===== config.mk =====
export PLATFORM = sky130hd
export DESIGN_NAME = imem_boot_loader
export DESIGN_NICKNAME = d
export VERILOG_FILES = /design/src/rtl/imem_boot_pkg.sv /design/src/rtl/imem_boot_loader_byte_word_packer.sv /design/src/rtl/imem_boot_loader.sv
export SDC_FILE = /design/constraint.sdc
export NUM_CORES = 1
export LEC_CHECK = 0
export CAP_MARGIN = 20
export CORE_MARGIN = 2
export CORE_UTILIZATION = 40
export DETAILED_ROUTE_END_ITERATION = 10
export PLACE_DENSITY = 0.66
export SLEW_MARGIN = 20
export SYNTH_ARGS = -nofsm -noshare
export SYNTH_HDL_FRONTEND = slang
export SYNTH_SLANG_ARGS = --single-unit

===== constraint.sdc =====
create_clock -name clock -period 1.8 [get_ports clock]
set_input_delay 0.36 -clock clock [delete_from_list [all_inputs] [get_ports clock]]
set_output_delay 0.36 -clock clock [all_outputs]
set_load 0.02 [all_outputs]

===== src/rtl/imem_boot_pkg.sv =====
// Shared definitions for the instruction-memory boot loader.
//   boot_state_t   : loader FSM states
//   HDR_BYTES      : length header size in bytes (16-bit word count)
//   BYTES_PER_WORD : stream bytes packed into one instruction word
//   CSUM_W         : width of the XOR checksum
package imem_boot_pkg;

  typedef enum logic [2:0] {
    S_IDLE,
    S_LEN_HI,
    S_LEN_LO,
    S_DATA,
    S_CSUM,
    S_DONE,
    S_ERROR
  } boot_state_t;

  localparam int HDR_BYTES      = 2;
  localparam int BYTES_PER_WORD = 4;
  localparam int CSUM_W         = 8;

endpackage


===== src/rtl/imem_boot_loader_byte_word_packer.sv =====
// Packs a big-endian byte stream into 32-bit words.
//   clock, reset : system clock, async active-low reset
//   clear        : restart packing at byte 0 of a word (new load)
//   byte_en      : a byte is accepted this cycle
//   byte_in      : accepted byte
//   word_valid   : this byte completes a word (combinational, one cycle)
//   word_out     : the completed word, valid with word_valid
// Only the three leading bytes are stored; the fourth is taken straight
// from byte_in so the parent can register the word on the accepting edge.
module byte_word_packer
  import imem_boot_pkg::*;
(
  input  logic        clock,
  input  logic        reset,
  input  logic        clear,
  input  logic        byte_en,
  input  logic [7:0]  byte_in,
  output logic        word_valid,
  output logic [31:0] word_out
);

  localparam int CNT_W = $clog2(BYTES_PER_WORD);
  localparam logic [CNT_W-1:0] LAST_BYTE = CNT_W'(BYTES_PER_WORD - 1);

  logic [23:0]      shift_q;
  logic [CNT_W-1:0] cnt_q;

  // NOTE: registers use non-blocking assignments so every flop samples the
  // pre-edge value of its neighbours, independent of statement order.
  always_ff @(posedge clock or negedge reset) begin
    if (!reset) begin
      shift_q <= '0;
      cnt_q   <= '0;
    end else if (clear) begin
      shift_q <= '0;
      cnt_q   <= '0;
    end else if (byte_en) begin
      shift_q <= {shift_q[15:0], byte_in};
      cnt_q   <= (cnt_q == LAST_BYTE) ? '0 : cnt_q + 1'b1;
    end
  end

  assign word_valid = byte_en && (cnt_q == LAST_BYTE);
  assign word_out   = {shift_q, byte_in};

endmodule


===== src/rtl/imem_boot_loader.sv =====
// Boot loader: receives a length-prefixed, checksummed byte image over
// valid/ready, writes it word by word into instruction memory and holds
// the core in reset until the image is complete and verified.
//   clock, reset     : system clock, async active-low reset
//   start            : one-cycle pulse, begins a load from IDLE/DONE/ERROR
//   in_valid/in_data : byte stream source; in_ready is the accept signal
//   mem_we/addr/wdata: instruction-memory write port (addr is a byte address)
//   cpu_reset        : active-high core reset, released only in DONE
//   busy/done/error  : load status
//   words_loaded     : words written by the current or last load
// Stream: LEN_HI, LEN_LO (word count N), 4*N data bytes MSB first, then
// the XOR of all preceding bytes.
module imem_boot_loader
  import imem_boot_pkg::*;
#(
  parameter int          ADDR_WIDTH = 8,
  parameter logic [31:0] BASE_ADDR  = 32'h0000_0000
) (
  input  logic                clock,
  input  logic                reset,
  input  logic                start,
  input  logic                in_valid,
  input  logic [7:0]          in_data,
  output logic                in_ready,
  output logic                mem_we,
  output logic [31:0]         mem_addr,
  output logic [31:0]         mem_wdata,
  output logic                cpu_reset,
  output logic                busy,
  output logic                done,
  output logic                error,
  output logic [ADDR_WIDTH:0] words_loaded
);

  // Compared against the full 16-bit length so oversize images are caught
  // even when their low bits would fit the memory.
  localparam logic [16:0] MAX_WORDS = 17'd1 << ADDR_WIDTH;

  boot_state_t       state_q, state_d;
  logic [15:0]       len_q;
  logic [CSUM_W-1:0] csum_q;
  logic [15:0]       new_len;
  logic              accept, start_ok, len_bad, last_word;
  logic              word_valid;
  logic [31:0]       word;

  assign accept   = in_valid && in_ready;
  assign start_ok = start && (state_q inside {S_IDLE, S_DONE, S_ERROR});
  assign new_len  = {len_q[15:8], in_data};
  assign len_bad  = (new_len == 16'd0) || ({1'b0, new_len} > MAX_WORDS);
  // words_loaded still holds k while word k is completing.
  assign last_word = (16'(words_loaded) + 16'd1) == len_q;

  byte_word_packer u_packer (
    .clock      (clock),
    .reset      (reset),
    .clear      (start_ok),
    .byte_en    (accept && (state_q == S_DATA)),
    .byte_in    (in_data),
    .word_valid (word_valid),
    .word_out   (word)
  );

  always_ff @(posedge clock or negedge reset) begin
    if (!reset) state_q <= S_IDLE;
    else        state_q <= state_d;
  end

  // NOTE: state_d is given a default before the case so every path assigns
  // it; a missing assignment in combinational logic would infer a latch.
  always_comb begin
    state_d = state_q;
    case (state_q)
      S_IDLE, S_DONE, S_ERROR: if (start) state_d = S_LEN_HI;
      S_LEN_HI: if (accept) state_d = S_LEN_LO;
      S_LEN_LO: if (accept) state_d = len_bad ? S_ERROR : S_DATA;
      S_DATA:   if (word_valid && last_word) state_d = S_CSUM;
      S_CSUM:   if (accept) state_d = (in_data == csum_q) ? S_DONE : S_ERROR;
      default:  state_d = S_IDLE;
    endcase
  end

  // Status is a pure decode of the state register, so done/busy/cpu_reset
  // all change on the same edge that enters DONE or ERROR.
  assign in_ready  = state_q inside {S_LEN_HI, S_LEN_LO, S_DATA, S_CSUM};
  assign busy      = in_ready;
  assign done      = (state_q == S_DONE);
  assign error     = (state_q == S_ERROR);
  assign cpu_reset = (state_q != S_DONE);

  always_ff @(posedge clock or negedge reset) begin
    if (!reset) begin
      len_q        <= '0;
      csum_q       <= '0;
      words_loaded <= '0;
      mem_we       <= 1'b0;
      mem_addr     <= '0;
      mem_wdata    <= '0;
    end else begin
      mem_we <= 1'b0;
      if (start_ok) begin
        len_q        <= '0;
        csum_q       <= '0;
        words_loaded <= '0;
      end else begin
        if (accept && (state_q inside {S_LEN_HI, S_LEN_LO, S_DATA}))
          csum_q <= csum_q ^ in_data;
        if (accept && (state_q == S_LEN_HI)) len_q[15:8] <= in_data;
        if (accept && (state_q == S_LEN_LO)) len_q[7:0]  <= in_data;
        if (word_valid) begin
          mem_we       <= 1'b1;
          mem_addr     <= BASE_ADDR + (32'(words_loaded) << 2);
          mem_wdata    <= word;
          words_loaded <= words_loaded + 1'b1;
        end
      end
    end
  end

endmodule


==> images/layer_met1.png <==
(2 px per µm)
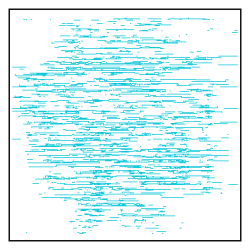
longest straight run	26.7 µm
main direction	horizontal
share of all routed wire	48%
wire length on this layer	5460 µm
nets with wire on the layer	585
met1 usage: 24.9%
routed vias: 3979
total wire length: 11.5 mm

==> images/detail.png <==
Region (74, 74) to (99, 99) µm. Cells in gray, sequential cells in the stronger gray; small squares are vias.
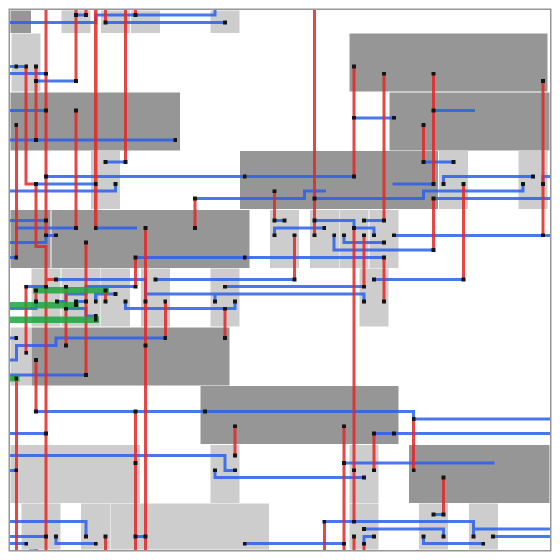
layer	color
metal 1	blue
metal 2	red
metal 3	green
cells with their middle in the window	32
most frequent	nand2_1 (19), dfrtp_1 (8), a21oi_1 (3)
netlist names of flops here include	`mem_wdata` (5), `u_packer.shift_q` (3)
sequential cells in the window	8

==> images/logic_types.png <==
(2 px per µm)
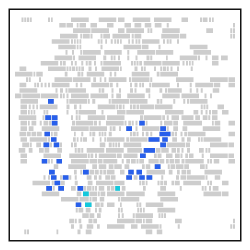
family	color	cells
XOR/XNOR gates	blue	34
AND-OR and OR-AND gates	cyan	3
Cell Count, Final, Fillers Out: 808
logic share of the area: 33.2%

==> qor.csv <==
metric,value,unit
syn_area_per_cell,8.73,µm²
Post-Place Cells,790,
# fillers,1127,
Crit Reg-Reg Endpoint,state_q[1],
vias per cell,4.92,
first-pass GRT wire length,18.4,mm
IO Pins,91,
Yosys Instances,565,
met2 Resource Use GR,28.0,%
H-tree levels,3,
max reg flops,32,
Synth top cell by count,nand2_1,
biggest area cells,"dfrtp_1, nand2_1, a21oi_1",
largest cell class by area,flip-flops and latches,
critical path endpoint category,flip-flop,
r2r setup slk,0.008,ns
hold endpoint,mem_wdata[31],
Final ANT Viol Nets,0,
cell taking the most area after synthesis,dfrtp_1,
Post-CTS Resized,30,
WP data arrival,2.02,ns
static leakage,3.03,nW
Top Layout Cells,"nand2_1, dfrtp_1, clkdlybuf4s50_1",
GRT met3 Usage,2.48,%
Tot GR Track Use,17.6,%
Post-synth top cells,"nand2_1, dfrtp_1, a21oi_1, buf_4, xnor2_1",
Clock-cell share,4.36,%
Synth Cell Area,0.00493,mm²
Met1 Wirelength,5.46,mm
yosys aoi share,7.79,%
Reg with most FFs,mem_wdata,
CP Depth,6,
WL/cell,14.2,µm
initial antenna violation count,0,
"Buffers, non-clock",121,
yosys stat chip area,0.00493,mm²
RSZ-0062 raised after global routing,true,
design area,0.00626,mm²
VDD IR max,0.000642,V
cell row count,40,
Die ar.,0.0132,mm²
largest net degree at the start of global routing,42,
routed wl met2,5.51,mm
Synth Seq Share,52.8,%
Log Warnings,29,
ant diodes,0,
Cell variety after synth,46,
fp util,41.1,%
max cap viols,0,
Highest Signal Layer,met4,
Pins Over Slew Limit,0,
"Max stage delay cell, worst path",dfrtp_2,
Commonest flop,dfrtp_1,
IO Port Bufs,67,
CLK BUF,10,
Final Power,7.73,mW
DP Worst Slack,-0.502,ns
Clock Skew,0.00633,ns
WP data required,2.03,ns
Clk pwr share,23.6,%
total grt overflow,0,
comb. cell area,0.00208,mm²
final hold vios,0,
Final TNS setup,0,ns
Logic inverters,3,
DRC viols,0,
CTS root buf,clkbuf_16,
Storage cell area,0.00261,mm²
worst setup path end,state_q[1],
outcome,"finished, final reports clean",
power per cell area,1230,mW/mm²
Syn Inst Count,565,
post-layout util,52.1,%
Top-area cell share,52.8,%
Clock Path Buffers,2,
n_taps,147,
Hold WS,0.474,ns
fin crit period,1.79,ns
reg2reg start,words_loaded[0],
Multiplexer share,0.431,%
setup ws final,0.00839,ns
Die X,115,µm
Late-Pin Clk Latency,0.35,ns
flip-flops,104,
HP Class,reg -> reg,
XOR/XNOR Area Share,6.04,%
maximum clock frequency,558,MHz
Main power group,registers,
No activity file was given, so power comes from the tool's default toggle rates.
